==> config.mk <==
export PLATFORM = sky130hd
export DESIGN_NAME = rms_window_accum_flat
export DESIGN_NICKNAME = d
export VERILOG_FILES = /design/src/rtl/rms_window_accum_if.sv /design/src/rtl/rms_window_accum.sv /design/src/flat_wrapper.sv
export SDC_FILE = /design/constraint.sdc
export NUM_CORES = 1
export LEC_CHECK = 0
export CAP_MARGIN = 0
export CORE_UTILIZATION = 63
export CTS_BUF_LIST = sky130_fd_sc_hd__clkbuf_2
export CTS_CLUSTER_SIZE = 16
export DETAILED_ROUTE_END_ITERATION = 10
export PLACE_DENSITY = 0.88
export SYNTH_ARGS = -nofsm -noshare
export SYNTH_HDL_FRONTEND = slang
export SYNTH_SLANG_ARGS = --single-unit
==> constraint.sdc <==
create_clock -name clk -period 13.1 [get_ports clk]
set_input_delay 3.275 -clock clk [delete_from_list [all_inputs] [get_ports clk]]
set_output_delay 3.275 -clock clk [all_outputs]
set_load 0.01 [all_outputs]
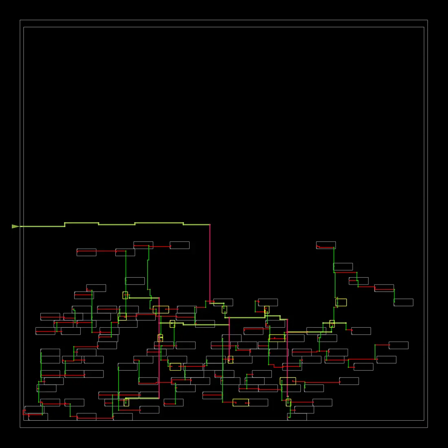
**Above:** run 1 (clock routing).
clock skew: 68.0 ps
flop count: 103
clk latency late pin: 660 ps
CTS Buf Count: 9

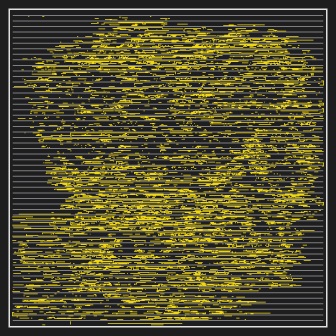
**Above:** run 1 (M1 wires).
Supply wires on this layer in grey.
- longest straight run: 36.6 um
- nets with wire on the layer: 1,969
via count: 11,373
Routed WL: 32,900 um
met1 global-route usage: 35.0%

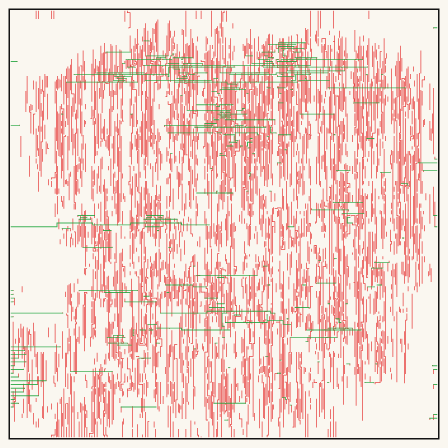
**Above:** run 1 (wiring by layer).
Only two layers are drawn.
- M3: green (wire length 1,540 um)
- M2: red (wire length 17,300 um)
WL per Instance: 16.3 um
GRT Total Usage: 28.9%

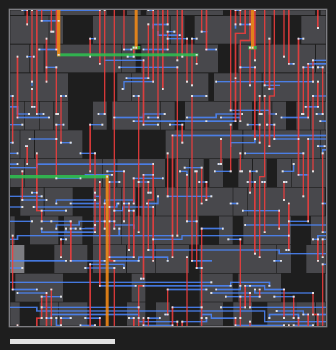
**Above:** run 1 (layout detail).
The bar under the picture is 10 um long. Region (63, 63) to (93, 93) um. Cells in grey, sequential cells in the stronger grey; small squares are vias.
- M3: green
- M4: orange
- M1: blue
- M2: red
- cells with their middle in the window: 74
- sequential cells in the window: 0
- most frequent: inv_1 (29), fa_1 (16), ha_1 (7)

==> flow_summary_export.csv, run 1 <==
group,metric,value,unit
yosys,ys_ff,103,
yosys,synth.distinct_cells,73,
clock_network,clk_pin_slew,370,ps
drt,drc,0,
yosys,yosysMostFrequentCell,"inv_1",
yosys,synth-edff-count,0,
final_timing,tightest_slew,1050,ps
layout,final_util,70.1,%
yosys,yosysTopAreaCellShare,32.3,%
clock_network,cts.repair.resized,0,
clock_network,cts_tree,"yes",
worst_setup_path,cp-end-kind,"flip-flop",
final_timing,rsz0062_at_grt,"false",
placed_design,placed_area,15800,um^2
clock_network,clock_path_buffers,2,
hold_path,hold_path_class,"reg -> reg",
floorplan,initial_core_util,64.8,%
layout,final_cell_area,16000,um^2
outcome,status,"completed",
floorplan,fp.dieH,155,um
final_timing,max-slew-margin-rel,30.2,%
floorplan,chip_area,24000,um^2
drt,via_per_inst,5.63,
worst_setup_path,rr_worst_depth,10,
worst_setup_path,worstPathMaxFanout,32,
layout,layout-drive-gt1-share,5.09,%
grt,grt_pass1_vias,12010,
yosys,yosys_warnings,0,
final_timing,hold_violations,0,
final_timing,setup_ws,1220,ps
floorplan,core,22800,um^2
floorplan,ios,105,
layout,syn2layout_area_growth,8.24,%
yosys,syn-instance-count,1646,
layout,fin_nets,2104,
yosys,ys_area,14700,um^2
worst_setup_path,reg2reg_slack,9960,ps
run 1: stage by stage:
| stage | hold WS [ps] | cells |
|---|---|---|
| detailed placement | 437 | 2005 |
| global route | 486 | 2021 |
| floorplan | 413 | 1661 |
| global placement | 432 | 2005 |
| finish | 463 | 2021 |
| CTS | 463 | 2021 |
run 1: cells in the final DEF, fill, tap and decap left out, types with 31 or more instances in the layout:
master           count
a211oi_2            31
a21oi_1             73
and2_1              55
clkdlybuf4s50_1     87
dfxtp_1            103
fa_1               238
ha_1               127
inv_1              344
nand2_1            139
nor2_1             122
o21ai_0             36
xnor2_1             52
run 1: final cells by class:
type / instances / area (um^2)
inverters: 345 / 1290
flip-flops and latches: 103 / 2060
well taps: 313 / 392
fillers: 1756 / 6810
clock buffers: 9 / 45.0
multi-input cells: 1140 / 11100
repair buffers: 104 / 996
clock inverters: 7 / 96.3
run 1: critical path, delay by kind of cell:
kind | cells | cell delay (ps)
buffers and inverters | 7 | 2120
adders and majority gates | 8 | 3790
AOI/OAI and AO/OA | 11 | 2330
and+or+nand+nor | 2 | 450
muxes | 1 | 240
xor gates and xnor gates | 1 | 110
run 1: cell families after synthesis:
| kind of cell | Yosys count | synth area share (%) |
|---|---|---|
| DFF | 103 | 14.0 |
| adders and majority gates | 365 | 43.1 |
| muxes | 3 | 0.246 |
| AOI/OAI and AO/OA | 275 | 14.0 |
| other | 1 | 0.0254 |
| and+or+nand+nor | 405 | 12.8 |
| buffers and inverters | 418 | 11.4 |
| xor gates and xnor gates | 76 | 4.51 |
run 1: routing by layer:
layer	global-route usage, %	routed length (um)	vias to the layer above
li1	-	-	5287
met1	35.0	13000	5600
met2	51.8	17300	385
met3	3.79	1540	101
met4	11.8	1080	0
met5	0	0	-
**Run 1: metal 4**

Supply wires on this layer in grey.
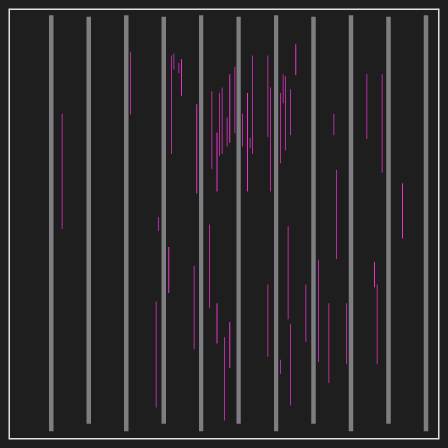

## Run 2: what changed since run 1
Settings changed: CORE_UTILIZATION 63 to 65, PLACE_DENSITY 0.88 to 0.9.
Clock period 13.1 ns to 14.61 ns, I/O delays scaled along.
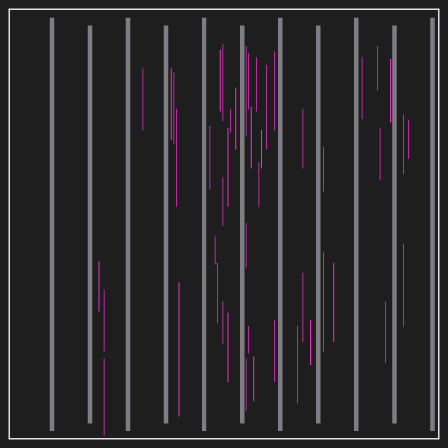
**Above:** run 2 (metal 4).
Supply wires on this layer in grey.
- main direction: vertical
- wire length on this layer: 1,030 um
- share of all routed wire: 3.1%
- nets with wire on the layer: 40
via count: 11,315
Routed WL: 32,800 um

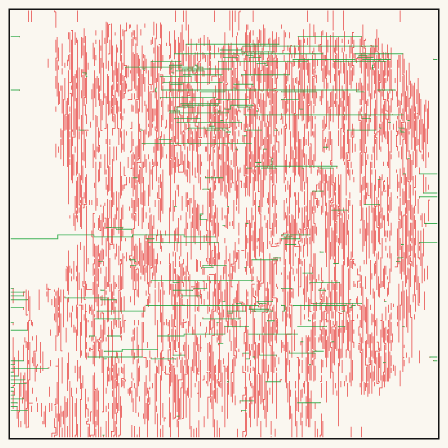
**Above:** run 2 (wiring by layer).
Only two layers are drawn.
- M3: green (wire length 1,650 um)
- M2: red (wire length 17,200 um)
GRT Total Usage: 29.7%
WL per Instance: 16.6 um

==> run 2 against run 1 <==
Against the previous run:
- critical path depth increased by 2
- first-iteration DRC count decreased by 18%
- utilization increased by 1.8 points
- global-route usage increased by 0.80 points
- flip-flop count unchanged
- non-clock buffer count decreased by 10
- register-to-register slack improved by 1400 ps
- clock-buffer cell count unchanged
==> flow_summary_export.csv, run 2 <==
group,metric,value,unit
placed_design,dpl.cell_count,1962,
layout,mi_logic_area,11100,um^2
outcome,status,"completed",
yosys,yosysMostFrequentCell,"inv_1",
yosys,ys_area,14700,um^2
yosys,yosysTopAreaCellShare,32.3,%
layout,fin_cells,1977,
layout,seqCellArea,2060,um^2
final_timing,tightest_slew,1030,ps
drt,routedLengthMet1,12900,um
yosys,ys_ff,103,
worst_setup_path,rr_worst_depth,10,
worst_setup_path,cpLargestDelayFamily,"adder cells",
worst_setup_path,path_buffers,7,
layout,syn2layout_area_growth,7.35,%
floorplan,core,22000,um^2
final_timing,hold_violations,0,
clock_network,clk_pin_slew,300,ps
clock_network,clock_path_buffers,2,
layout,final_common_cell,"inv_1",
floorplan,initial_core_util,67.0,%
worst_setup_path,cp.depth,32,
worst_setup_path,worstPathMaxFanout,23,
yosys,synth.distinct_cells,73,
layout,final_cell_area,15800,um^2
drt,via_per_inst,5.72,
worst_setup_path,reg2reg_slack,11330,ps
placed_design,placed_area,15700,um^2
floorplan,chip_area,23300,um^2
drt,wl_met2,17200,um
layout,layout-drive-gt1-share,4.48,%
clock_network,cts_tree,"yes",
final_timing,fin_skew,31.5,ps
clock_network,numCtsBuffers,9,
yosys,syn-instance-count,1646,
final_timing,rsz0062_at_grt,"false",
yosys,synth-edff-count,0,
final_timing,max-slew-margin-rel,31.3,%
layout,final_util,71.9,%
## run 2: cell families (layout without fill, tap and decap cells)
kind of cell,after synthesis,count (layout),share of synthesized area (%)
buf+inv,418,454,11.4
simple gates,405,405,12.8
fa+ha+maj,365,365,43.1
compound gates,275,275,14.0
flops,103,103,14.0
xor+xnor,76,76,4.51
mux,3,3,0.246
other cells,1,16,0.0254
## run 2: layout make-up
| type | count | share of cell area [%] |
|---|---|---|
| Timing Repair Buffer | 94 | 5.82 |
| Clock inverter | 6 | 0.522 |
| Multi-Input combinational cell | 1140 | 70.0 |
| Clock buffer | 9 | 0.284 |
| Sequential cell | 103 | 13.0 |
| Inverter | 345 | 8.18 |
| Tap cell | 280 | 2.21 |
## run 2: metal layers
layer	up-vias	GRT usage, %
li1	5262	-
met1	5601	35.6
met2	356	54.3
met3	96	3.98
met4	0	10.5
met5	-	0
